### src/rtl/axis_arb_pkg.sv
// Shared types and helpers for the round-robin stream arbiter.
// Beat layout: DW bits per beat, end-of-packet flag at LAST_BIT.
package axis_arb_pkg;
  localparam int DW       = 33;
  localparam int LAST_BIT = 32;

  typedef enum logic {ARB_IDLE, ARB_LOCK} arb_state_t;

  // Sized for the largest supported N (16); callers truncate to N bits.
  function automatic logic [15:0] onehot(input logic [3:0] idx);
    return 16'(1) << idx;
  endfunction
endpackage

### src/rtl/axis_arb_rr_pick.sv
// Round-robin picker: first requester at or after ptr, wrapping mod N.
// Purely combinational; double-width rotate followed by a priority encoder.
module axis_arb_rr_pick #(
  parameter int N = 4
) (
  input  logic [N-1:0]         req,
  input  logic [$clog2(N)-1:0] ptr,
  output logic [$clog2(N)-1:0] idx,
  output logic                 any
);
  localparam int PW = $clog2(N);

  logic [2*N-1:0] dbl;
  logic [N-1:0]   rot;
  logic [PW-1:0]  off;
  logic [PW:0]    sum;

  assign dbl = {req, req};
  assign rot = dbl[ptr +: N];
  assign any = |rot;

  always_comb begin
    off = '0;
    for (int i = N - 1; i >= 0; i--) begin
      if (rot[i]) off = PW'(i);
    end
  end

  // Undo the rotation: the winner is ptr + offset, wrapped mod N.
  assign sum = {1'b0, ptr} + {1'b0, off};
  assign idx = (sum >= (PW+1)'(N)) ? PW'(sum - (PW+1)'(N)) : PW'(sum);
endmodule

### src/rtl/axis_rr_arbiter.sv
// N:1 round-robin stream arbiter, zero-latency; the lock holds an offered beat until accepted.
// AXIS_ARB_PKT_LOCK_EN defined: lock held until a last beat; undefined: beat-level arbitration.
module axis_rr_arbiter #(
  parameter int N        = 4,
  parameter int DW       = axis_arb_pkg::DW,
  parameter int LAST_BIT = axis_arb_pkg::LAST_BIT
) (
  input  logic            clk,
  input  logic            reset_n,
  input  logic [N*DW-1:0] s_data,
  input  logic [N-1:0]    s_valid,
  output logic [N-1:0]    s_ready,
  output logic [DW-1:0]   m0_data,
  output logic            m0_valid,
  input  logic            m0_ready,
  output logic [N-1:0]    grant
);
  import axis_arb_pkg::*;

  localparam int PW = $clog2(N);
`ifdef AXIS_ARB_PKT_LOCK_EN
  localparam bit PKT_LOCK = 1'b1;
`else
  localparam bit PKT_LOCK = 1'b0;
`endif

  arb_state_t    state, state_d;
  logic [PW-1:0] ptr, ptr_d, sel_q, sel_q_d, pick_idx, sel;
  logic          pick_any, owned, xfer, rel;
  logic [N-1:0]  grant_raw;

  function automatic logic [PW-1:0] inc_mod(input logic [PW-1:0] v);
    return (v == PW'(N - 1)) ? '0 : v + 1'b1;
  endfunction

  axis_arb_rr_pick #(.N(N)) u_pick (
    .req (s_valid),
    .ptr (ptr),
    .idx (pick_idx),
    .any (pick_any)
  );

  assign sel       = (state == ARB_LOCK) ? sel_q : pick_idx;
  assign owned     = (state == ARB_LOCK) | pick_any;
  assign grant_raw = owned ? N'(onehot(4'(sel))) : '0;
  assign grant     = reset_n ? grant_raw : '0;
  assign m0_data   = s_data[int'(sel)*DW +: DW];
  assign m0_valid  = s_valid[sel] & (|grant);
  assign s_ready   = grant & {N{m0_ready}};
  assign xfer      = m0_valid & m0_ready;
  // In beat mode every transfer releases; in packet mode only the last beat does.
  assign rel       = xfer & (m0_data[LAST_BIT] | !PKT_LOCK);

  always_comb begin
    state_d = state;
    ptr_d   = ptr;
    sel_q_d = sel_q;
    case (state)
      ARB_IDLE: begin
        if (pick_any) begin
          if (rel) begin
            ptr_d = inc_mod(sel);
          end else begin
            state_d = ARB_LOCK;
            sel_q_d = sel;
          end
        end
      end
      ARB_LOCK: begin
        if (rel) begin
          state_d = ARB_IDLE;
          ptr_d   = inc_mod(sel_q);
        end
      end
    endcase
  end

  always_ff @(posedge clk or negedge reset_n) begin
    if (!reset_n) begin
      state <= ARB_IDLE;
      ptr   <= '0;
      sel_q <= '0;
    end else begin
      state <= state_d;
      ptr   <= ptr_d;
      sel_q <= sel_q_d;
    end
  end
endmodule

### config.mk
export PLATFORM = sky130hd
export DESIGN_NAME = axis_rr_arbiter
export DESIGN_NICKNAME = d
export VERILOG_FILES = /design/src/rtl/axis_arb_pkg.sv /design/src/rtl/axis_arb_rr_pick.sv /design/src/rtl/axis_rr_arbiter.sv
export SDC_FILE = /design/constraint.sdc
export NUM_CORES = 1
export LEC_CHECK = 0
export ABC_AREA = 0
export CORE_MARGIN = 1.5
export CORE_UTILIZATION = 31
export CTS_CLUSTER_DIAMETER = 80
export DETAILED_ROUTE_END_ITERATION = 8
export PLACE_DENSITY = 0.92
export SYNTH_ARGS = -nofsm -noshare
export SYNTH_HDL_FRONTEND = slang
export SYNTH_SLANG_ARGS = --single-unit
### constraint.sdc
create_clock -name clk -period 12.2 [get_ports clk]
set_input_delay 1.83 -clock clk [delete_from_list [all_inputs] [get_ports clk]]
set_output_delay 1.83 -clock clk [all_outputs]
set_load 0.01 [all_outputs]
### Clock wiring as the flow saved it, run 1

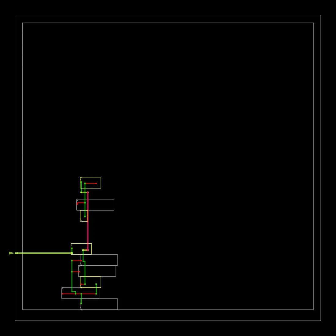
clk_lat worst skew: 0.22 ns
clk sinks: 5
Final Skew: 0.002606 ns

### Cells coloured by class, run 1

Scale: 4 px per um. Fill, decap, tap and diode cells in grey.
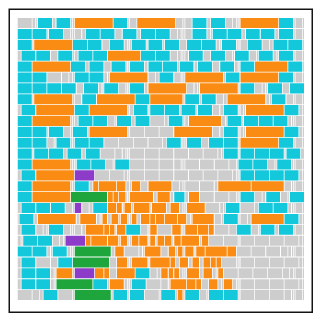
- flip-flops: green (cells 5; share of their area 3.7%)
- other buffers and delay cells: cyan (cells 181; share of their area 53%)
- clock drivers and dummy loads: purple (cells 4; share of their area 1.4%)
- all other logic: orange (cells 117; share of their area 42%)
# rows: 26
fin util: 0.6886
Core Region: 5075 um^2
Design Area, Final: 3495 um^2
Seq area share: 0.03580

### Zoomed window, run 1

Region (25, 25) to (50, 50) um. Cells in grey, sequential cells in the stronger grey; small squares are vias.
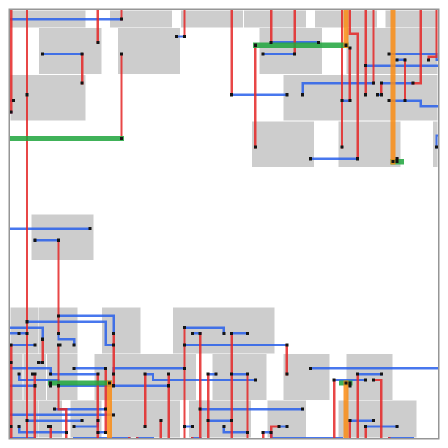
- met3: green
- met4: orange
- met1: blue
- met2: red
- cells with their middle in the window: 25
- sequential cells in the window: 0
- most frequent: clkdlybuf4s50_1 (6), inv_1 (2), nor3_1 (2)

==> results.cfg, run 1 <==
; synthesis and place-and-route metrics
[placed_design]
dpl.cell_count = 373
gp_congestion = 0.9408

[cells_and_area]
stdcell_count = 377
area_growth_pct = 115.3
regArea_um2 = 125.1
final.fill_count = 402
nNetsFinal = 451

[critical_path]
worstSetupStartpointType = input pin
crit_buf_inv = 3
path_class = input pin to primary output
crit_family = buffers and inverters

[pwr]
vdd_drop_max_mv = 0.1182
finalPower_w = 0.0006993

[synth]
top_cell_area_share = 0.4210
synthesis.area_um2 = 1623
ys_async_sr_fraction = 1.000
ys_ff = 5
ys_seq_share = 0.07710
ys_cells = 134
synth_warnings = 0

[flow_run]
openroad.warnings = 27

[timing]
fmax_mhz = 126.9
tightestPinTransition_ns = 0.5850

[clocking]
root_buffer = clkbuf_8
h-tree-depth = 1
cts_made_buffers = 3
postCtsSetupRepairBufs = 0
clkSlewWorstSetupHoldPaths_ns = 0.04

[global_route]
grt_pass1_wl_um = 9301

[route]
maxUsedRoutingLayer = met4
drc = 0
m1WireLength_um = 2283
firstDrtPassIters = 4

[floorplanning]
chip_area_um2 = 5678
die-height_um = 75.35

[hold_path]
min_path_type = flip-flop to flip-flop
hp-start = sel_q[1]

[outcome]
status = completed
[run 1: metrics by stage]
step,area (um^2),utilization
floorplan,1623,-
global placement,3448,0.6795
detailed placement,3448,0.6795
CTS,3495,0.6886
global route,3495,0.6886
finish,3495,0.6886
[run 1: worst paths after layout]
kind                            cells past startpoint        to  slack, ns
worst max-delay path                               17  m0_valid       4.32
worst min-delay path                                1  sel_q[1]       0.62
worst max register to register                     16  sel_q[1]       8.11
worst min register to register                      1  sel_q[1]       0.62
max in group asynchronous                           1    ptr[0]      10.16
min in group asynchronous                           1    ptr[1]       1.84
[run 1: report_power, final]
| part | total [W] | internal, W | leakage, nW | switching, W |
|---|---|---|---|---|
| logic | 0.000621 | 0.000373 | 1.25 | 0.000249 |
| registers | 0.0000471 | 0.0000244 | 0.0578 | 0.0000227 |
| clock network | 0.0000307 | 0.0000220 | 0.0255 | 0.00000874 |
[run 1: final cells by class]
type	instances	share of cell area
clock buffers	3	0.01182
multi-input cells	113	0.4032
repair buffers	181	0.5177
clock inverters	1	0.001432
flip-flops and latches	5	0.03580
inverters	4	0.005013
well taps	70	0.02506
[run 1: registers in the layout, summed over array words and instances, names as in the netlist]
register and cells:
sel_q 2, state 1, ptr 2
[run 1: routing by layer]
layer | track usage | vias to the layer above
met5 | 0 | -
met4 | 0.07143 | 0
met3 | 0.07011 | 18
met2 | 0.4298 | 126
met1 | 0.2281 | 916
li1 | - | 920
[run 1: cell families after synthesis]
kind of cell    synth area share
xor+xnor                0.005398
compound gates           0.08251
simple gates              0.1696
mux                       0.5752
flops                    0.07710
fa+ha+maj                0.03084
buf+inv                  0.05937
### Cell area per tile, run 1

Scale: 4 px per um. 8 x 8 tiles, from black (low) to pale yellow (high), 0 to 100% covered.
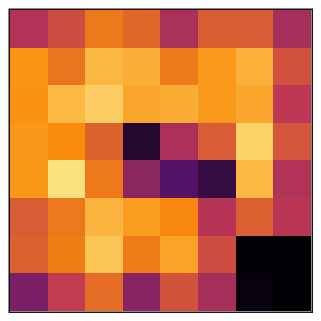

==> inputs of run 2 (changes only) <==
--- a/config.mk
+++ b/config.mk
@@ -7,10 +7,10 @@
 export LEC_CHECK = 0
 export ABC_AREA = 0
 export CORE_MARGIN = 1.5
-export CORE_UTILIZATION = 31
+export CORE_UTILIZATION = 26
 export CTS_CLUSTER_DIAMETER = 80
 export DETAILED_ROUTE_END_ITERATION = 8
-export PLACE_DENSITY = 0.92
+export PLACE_DENSITY = 0.83
 export SYNTH_ARGS = -nofsm -noshare
 export SYNTH_HDL_FRONTEND = slang
 export SYNTH_SLANG_ARGS = --single-unit
==> constraint.sdc (replaced) <==
create_clock -name clk -period 7.21 [get_ports clk]
set_input_delay 1.0815 -clock clk [delete_from_list [all_inputs] [get_ports clk]]
set_output_delay 1.0815 -clock clk [all_outputs]
set_load 0.01 [all_outputs]
### Cell area per tile, run 2

Scale: 3 px per um. 8 x 8 tiles, from black (low) to pale yellow (high), 0 to 100% covered.
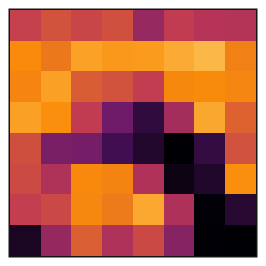
- emptiest ninth of the die: south-east
- fullest tile: 85%
- mean over tiles: 51%
- nearly empty tiles: 6.2%
- tiles over 75% full: 17%

==> results.cfg, run 2 <==
; synthesis and place-and-route metrics
[outcome]
status = completed

[critical_path]
endpoint = m0_valid
cp.depth = 17
timing.rr.end = sel_q[1]
path_class = input pin to primary output
crit_buf_inv = 3
worstSetupStartpointType = input pin
reg2reg_depth = 16
crit_family = buffers and inverters

[clocking]
clk_latency_ns = 0.22
cts_num_sinks = 5
root_buffer = clkbuf_8
h-tree-depth = 1
postCtsSetupRepairBufs = 0
clkSlewWorstSetupHoldPaths_ns = 0.04

[synth]
ys_cells = 134
synth_warnings = 0
ys_async_sr_fraction = 1.000
ys_ff = 5
ys_seq_share = 0.07710

[global_route]
grt_pass1_wl_um = 10040
busiest_layer = met2
grtUsageMet2 = 0.3639

[pwr]
netSwitchingFraction = 0.4050
p_clk_w = 0.0000522
switching_power_w = 0.0004873
power_frac_clock = 0.043
finalPower_w = 0.001203
top_power_group = combinational cells
seq-power_w = 0.0000799
pwr-share-comb = 0.890

[floorplanning]
core_um2 = 5991

[timing]
fmax_mhz = 159.4
finClkSkew_ns = 0.005204

[placed_design]
dpl.cell_count = 379
gp_congestion = 0.8658

[hold_path]
min_path_type = flip-flop to flip-flop
hold_depth = 1

[flow_run]
openroad.warnings = 27

[cells_and_area]
final.fill_count = 493
stdcell_count = 383
[run 2: netlist changes by cell type in the layout (fill, tap and decap cells not counted)]
cell | before | now
clkbuf_1 | 0 | 1
buf_4 | 1 | 2
clkinv_2 | 1 | 0
[run 2: how the worst min path moves through the flow]
stage | from | slack (ns) | end
final | sel_q[1] | 0.59 | sel_q[1]
after global routing | sel_q[1] | 0.62 | sel_q[1]
after CTS | sel_q[1] | 0.58 | sel_q[1]
after detailed placement | sel_q[1] | 0.57 | sel_q[1]
after global placement | sel_q[1] | 0.60 | sel_q[1]
after floorplan | sel_q[1] | 0.53 | sel_q[1]
[run 2: per-stage QoR]
step / area (um^2) / hold slack (ns) / utilization
after floorplan: 1623 / 0.5256 / -
after global placement: 3462 / 0.6003 / 0.5779
after detailed placement: 3462 / 0.5652 / 0.5779
after CTS: 3507 / 0.5759 / 0.5854
after global routing: 3507 / 0.6197 / 0.5854
final: 3507 / 0.5949 / 0.5854
[run 2: cell type report]
class	count	area, um^2	share of cell area
multi-input cells	113	1409	0.4017
well taps	75	93.84	0.02676
repair buffers	182	1817	0.5180
flip-flops and latches	5	125.1	0.03568
clock buffers	4	45.04	0.01284
inverters	4	17.52	0.004995
[run 2: kinds of logic (layout without fill, tap and decap cells)]
family | Yosys count | in the layout | synth area share
xor gates and xnor gates | 1 | 1 | 0.005398
DFF | 5 | 5 | 0.07710
muxes | 41 | 41 | 0.5752
adders and majority gates | 4 | 4 | 0.03084
buffers and inverters | 16 | 190 | 0.05937
and+or+nand+nor | 51 | 51 | 0.1696
AOI/OAI and AO/OA | 16 | 16 | 0.08251
[run 2: routing by layer]
metal	up-vias	wire length, um
met1	950	2418
met3	16	768
li1	922	-
met4	0	182
met2	113	3725
met5	-	0
Power and IR drop assume default switching activity.
